`config.mk`:
```
export PLATFORM = sky130hd
export DESIGN_NAME = bitstream_counter
export DESIGN_NICKNAME = d
export VERILOG_FILES = /design/src/rtl/bitstream_counter.sv
export SDC_FILE = /design/constraint.sdc
export NUM_CORES = 1
export LEC_CHECK = 0
export CORE_UTILIZATION = 40
export CTS_BUF_LIST = sky130_fd_sc_hd__clkbuf_4 sky130_fd_sc_hd__clkbuf_8
export DETAILED_ROUTE_END_ITERATION = 16
export DONT_BUFFER_PORTS = 1
export PLACE_DENSITY = 0.51
export SLEW_MARGIN = 20
export SYNTH_ARGS = -nofsm -noshare
export SYNTH_HDL_FRONTEND = slang
export SYNTH_SLANG_ARGS = --single-unit
export TNS_END_PERCENT = 1
```
`constraint.sdc`:
```
create_clock -name clk -period 4.4 [get_ports clk]
set_clock_uncertainty 0.15 [all_clocks]
set_input_delay 0.88 -clock clk [delete_from_list [all_inputs] [get_ports clk]]
set_output_delay 0.88 -clock clk [all_outputs]
set_load 0.005 [all_outputs]
```
`src/rtl/bitstream_counter.sv`:
```
// Counts ones in a 2^LENGTH_LOG2-cycle window of a stochastic bitstream and presents
// the scaled count with a valid/ready handshake. Define BITSTREAM_COUNTER_BIPOLAR_EN for bipolar output.
module bitstream_counter #(
    parameter int LENGTH_LOG2 = 16,  // must be >= OUT_WIDTH
    parameter int OUT_WIDTH   = 8
) (
    input  logic                 clk,
    input  logic                 rst,
    input  logic                 start,
    input  logic                 x,
    input  logic                 ready,
    output logic                 busy,
    output logic                 valid,
    output logic [OUT_WIDTH-1:0] result
);

    localparam logic [1:0] IDLE  = 2'd0;
    localparam logic [1:0] COUNT = 2'd1;
    localparam logic [1:0] DONE  = 2'd2;

    localparam int SHIFT = LENGTH_LOG2 - OUT_WIDTH;
    localparam logic [LENGTH_LOG2:0] SAT_MAX =
        {{(LENGTH_LOG2 + 1 - OUT_WIDTH){1'b0}}, {OUT_WIDTH{1'b1}}};

    logic [1:0]             state;
    logic [LENGTH_LOG2:0]   ones_cnt;
    logic [LENGTH_LOG2-1:0] win_cnt;
    logic [LENGTH_LOG2:0]   final_count;
    logic [LENGTH_LOG2:0]   shifted;
    logic [OUT_WIDTH-1:0]   sat_value;
    logic [OUT_WIDTH-1:0]   result_next;

    // Count including the sample taken on the current edge, so the last sample is not lost.
    assign final_count = ones_cnt + (LENGTH_LOG2 + 1)'(x);
    assign shifted     = final_count >> SHIFT;
    // Only an all-ones window exceeds the output range after scaling.
    assign sat_value   = (shifted > SAT_MAX) ? {OUT_WIDTH{1'b1}} : shifted[OUT_WIDTH-1:0];

    always_comb begin
        // NOTE: give every always_comb output a default first so no path can infer a latch.
        result_next = sat_value;
`ifdef BITSTREAM_COUNTER_BIPOLAR_EN
        result_next[OUT_WIDTH-1] = ~sat_value[OUT_WIDTH-1];
`endif
    end

    // NOTE: sequential state uses non-blocking assignments so every register samples pre-edge values.
    always_ff @(posedge clk or posedge rst) begin
        if (rst) begin
            state    <= IDLE;
            ones_cnt <= '0;
            win_cnt  <= '0;
            busy     <= 1'b0;
            valid    <= 1'b0;
            result   <= '0;
        end else begin
            case (state)
                IDLE: begin
                    if (start) begin
                        state    <= COUNT;
                        ones_cnt <= '0;
                        win_cnt  <= '0;
                        busy     <= 1'b1;
                    end
                end
                COUNT: begin
                    ones_cnt <= final_count;
                    win_cnt  <= win_cnt + LENGTH_LOG2'(1);
                    if (&win_cnt) begin
                        state  <= DONE;
                        busy   <= 1'b0;
                        valid  <= 1'b1;
                        result <= result_next;
                    end
                end
                DONE: begin
                    if (ready) begin
                        valid <= 1'b0;
                        // Back-to-back: a start on the accepting edge skips IDLE.
                        if (start) begin
                            state    <= COUNT;
                            ones_cnt <= '0;
                            win_cnt  <= '0;
                            busy     <= 1'b1;
                        end else begin
                            state <= IDLE;
                        end
                    end
                end
                default: begin
                    state <= IDLE;
                    busy  <= 1'b0;
                    valid <= 1'b0;
                end
            endcase
        end
    end

endmodule

```
Figure 1. Sequential cells coloured by netlist name.
Other sequential cells in the stronger grey, the rest of the logic in the fainter grey.
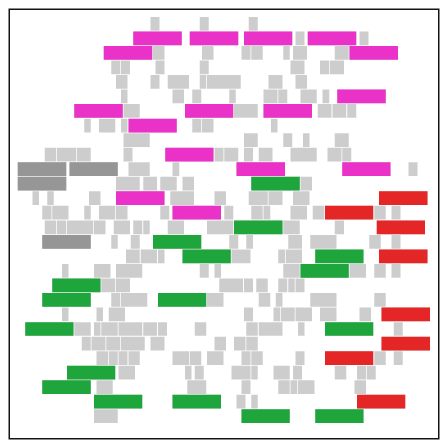
Key: result = red [flops 8]; ones_cnt = green [flops 17]; win_cnt = magenta [flops 16]
Another 4 sequential cells are not coloured.
register share of the cell area: 0.438
sequential cell power: 523 uW
Finished Core Util: 0.437

Figure 2. Clock distribution.
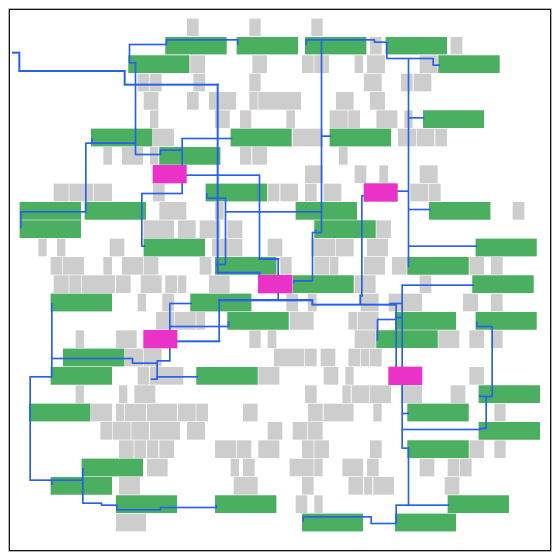
Key: clock-net drivers = magenta [count 5]; clock wires = blue [length 656 um]; flip-flops = green [count 45]
There are 6 routed clock nets.
clock network fraction of total power: 0.287
power in the clock group: 285 uW
Skew-Pair Late Insertion Delay: 300 ps

Figure 3. Signal metal coverage by tile.
Bar = 20 um. The die is cut into 16 by 16 equal tiles; dark purple is low, yellow is high, scaled to the fullest tile. Values are wire area over tile area, all layers added.
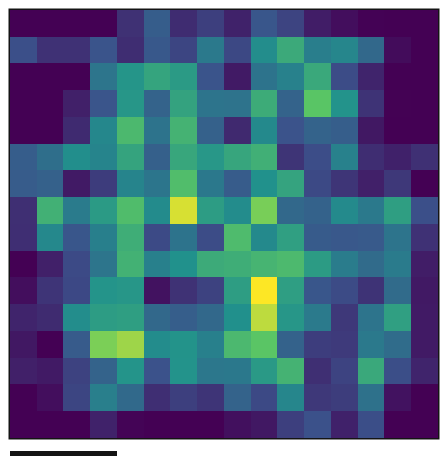
14% of the tiles are nearly empty. The mean over all tiles is 0.12. The densest ninth of the die: centre. 22% of the tiles are over half the peak. The fullest tile reaches 0.40.
drt wl/cell: 15.9 um
drt total wl: 5070 um
via count: 1834
gr usage total: 0.177

Figure 4. Sizing map.
Bar = 20 um.
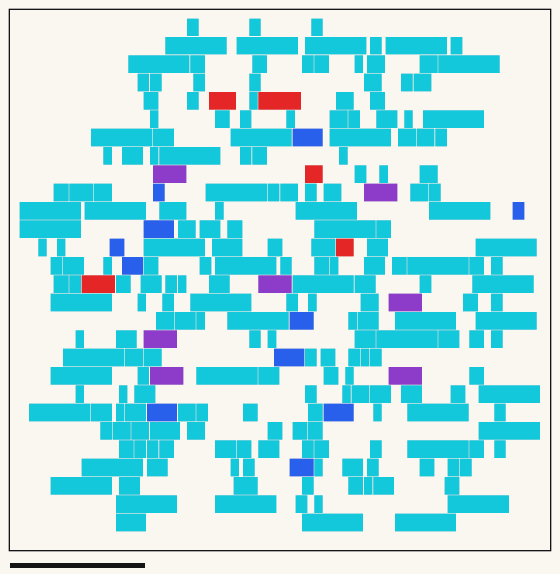
Key: x6 and larger = purple [cells 7, share 2.9%, most used clkbuf_8]; x1 and smaller = cyan [cells 221, share 91%, most used dfrtp_1]; x2 = blue [cells 11, share 4.5%, most used nor4_2]; x3 and x4 = red [cells 5, share 2.0%, most used buf_4]
final instance area: 0.00257 mm2
Syn-to-layout area delta: 5.33%

==> metrics by stage <==
step | utilization | hold WS (ps) | instances | area, um2 | setup WS [ps]
floorplan | - | 319 | 247 | 2440 | 2010
global route | 0.437 | 393 | 319 | 2570 | 1850
detailed placement | 0.419 | 353 | 311 | 2470 | 1690
global placement | 0.419 | 344 | 311 | 2470 | 1710
finish | 0.437 | 369 | 319 | 2570 | 2030
CTS | 0.436 | 372 | 319 | 2570 | 2020
==> per-layer routing <==
layer | vias up | wire length [um] | global-route usage
met5 | - | 0 | 0
met4 | 0 | 49 | 0.0804
met3 | 4 | 157 | 0.0432
met2 | 26 | 2220 | 0.246
met1 | 890 | 2640 | 0.256
li1 | 914 | - | -
==> kinds of logic after synthesis <==
kind of cell | share of synthesized area
and+or+nand+nor | 0.226
AOI/OAI and AO/OA | 0.186
DFF | 0.462
buffers and inverters | 0.0451
xor gates and xnor gates | 0.0574
adders and majority gates | 0.0154
muxes | 0.00821
==> cell usage after synthesis (2+ instances only) <==
library cell   n  area [um2]
nand2b_1       3        18.8
o211ai_1       2        15.0
dfrtp_1       45        1130
and3_1         3        18.8
a211oi_1       2        15.0
nor4_1         3        18.8
and4_1         4        35.0
o21bai_1       2        15.0
or3_1          8        50.1
xnor2_1       10        87.6
a22o_1         5        43.8
clkbuf_1       2        7.51
inv_1          6        22.5
nand4_1        8        50.1
a31oi_1        8        50.1
nand3_1       13        65.1
o31ai_1        8        60.1
buf_2          7        35.0
ha_1           3        37.5
nor2b_1        2        12.5
xor2_1         6        52.6
mux2i_1        2        20.0
o21ba_2        2        20.0
o21ai_0       13        65.1
or4_1          7        52.6
buf_6          4        45.0
nor4_2         2        25.0
nand2_1       16        60.1
nor2_1        11        41.3
a21oi_1       23         115
==> cell type report <==
| cell class | count | area (um2) |
|---|---|---|
| clock buffer | 7 | 96.3 |
| timing repair buffer | 2 | 15.0 |
| tap | 75 | 93.8 |
| clock inverter | 1 | 5.00 |
| sequential | 45 | 1130 |
| inverter | 6 | 23.8 |
| fill | 592 | 3320 |
| multi-input combinational | 183 | 1210 |
==> critical path, delay by kind of cell <==
family	cells	cell delay, ps
XOR/XNOR	1	380
AND-OR/OR-AND	1	180
AND/OR/NAND/NOR	2	450
adder cells (fa/ha/maj)	2	480
==> worst paths after layout <==
kind | start | endpoint | slack [ps]
setup / recovery | x | result[0]$_DFFE_PP0P_ | 2030
hold / removal | ones_cnt[16]$_DFFE_PP0P_ | ones_cnt[16]$_DFFE_PP0P_ | 370
setup reg to reg | ones_cnt[0]$_DFFE_PP0P_ | result[0]$_DFFE_PP0P_ | 2240
hold reg to reg | ones_cnt[16]$_DFFE_PP0P_ | ones_cnt[16]$_DFFE_PP0P_ | 370
max in group asynchronous | rst | busy$_DFFE_PP0P_ | 3200
min in group asynchronous | rst | win_cnt[14]$_DFFE_PP0P_ | 430
==> state kept, by name, indices dropped and copies added (netlist names) <==
signal / count
state: 2
busy: 1
result: 8
valid: 1
win_cnt: 16
ones_cnt: 17
==> power by group <==
| group | switching (mW) | internal, mW |
|---|---|---|
| combinational | 0.106 | 0.0780 |
| clock | 0.143 | 0.142 |
| sequential | 0.0601 | 0.463 |
| total | 0.309 | 0.683 |
==> job_summary.md <==
## Synthesis and layout report

| Metric | Value |
|---|---|
| Total CTS buffers | 5 |
| FF-to-FF path depth | 6 |
| RSZ-0062 raised after global routing | false |
| Worst path most repeated cell | ha_1 |
| Clock slew at reported path FFs | 80 ps |
| Setup tns final | 0 ps |
| Total power per unit cell area | 386 mW/mm2 |
| Initial antenna violation count | 0 |
| Yosys cell count | 247 |
| CTS tree | done |
| Worst rel slew slack | 0.335 |
| Routability cong. | 0.805 |
| Post-CTS Setup Bufs | 0 |
| Clock root cell | clkbuf_8 |
| Final HPWL DP | 3450 um |
| Mapped Cells | 247 |
| Max-cap viol count | 0 |
| Crit-path slowest cell | xnor2_1 |
| HP Class | reg -> reg |
| Syn. warnings | 0 |
| Endpoints failing hold | 0 |
| Slew Viols, Final | 0 |
| Fmax | 0.421 GHz |
| DRC | 0 |
| # setup viols final | 0 |
| Crit-path max FO | 9 |
| Die area | 0.00642 mm2 |
| Min Clock Period, post-route | 2370 ps |
| Flip-flops with a built-in enable | 0 |
| CTS H-tree depth | 2 |
| Clock Path Buffers | 2 |
| Ratio of cells with drive above 1 in the final layout | 0.0943 |
| PortBufs | 0 |
| Drt first pass iters | 4 |
| Crit path launch type | input port |
| Post-cts hold buffer count | 0 |
| Ys async rst share | 1.00 |
| Clock sinks | 45 |
| Post-synth cell types | 47 |
| Fp util | 0.415 |
| Synth Seq Share | 0.462 |
| Iter 0 DRT Violations | 89 |
| Status | completed |
Power is estimated from default activity; no workload was simulated.
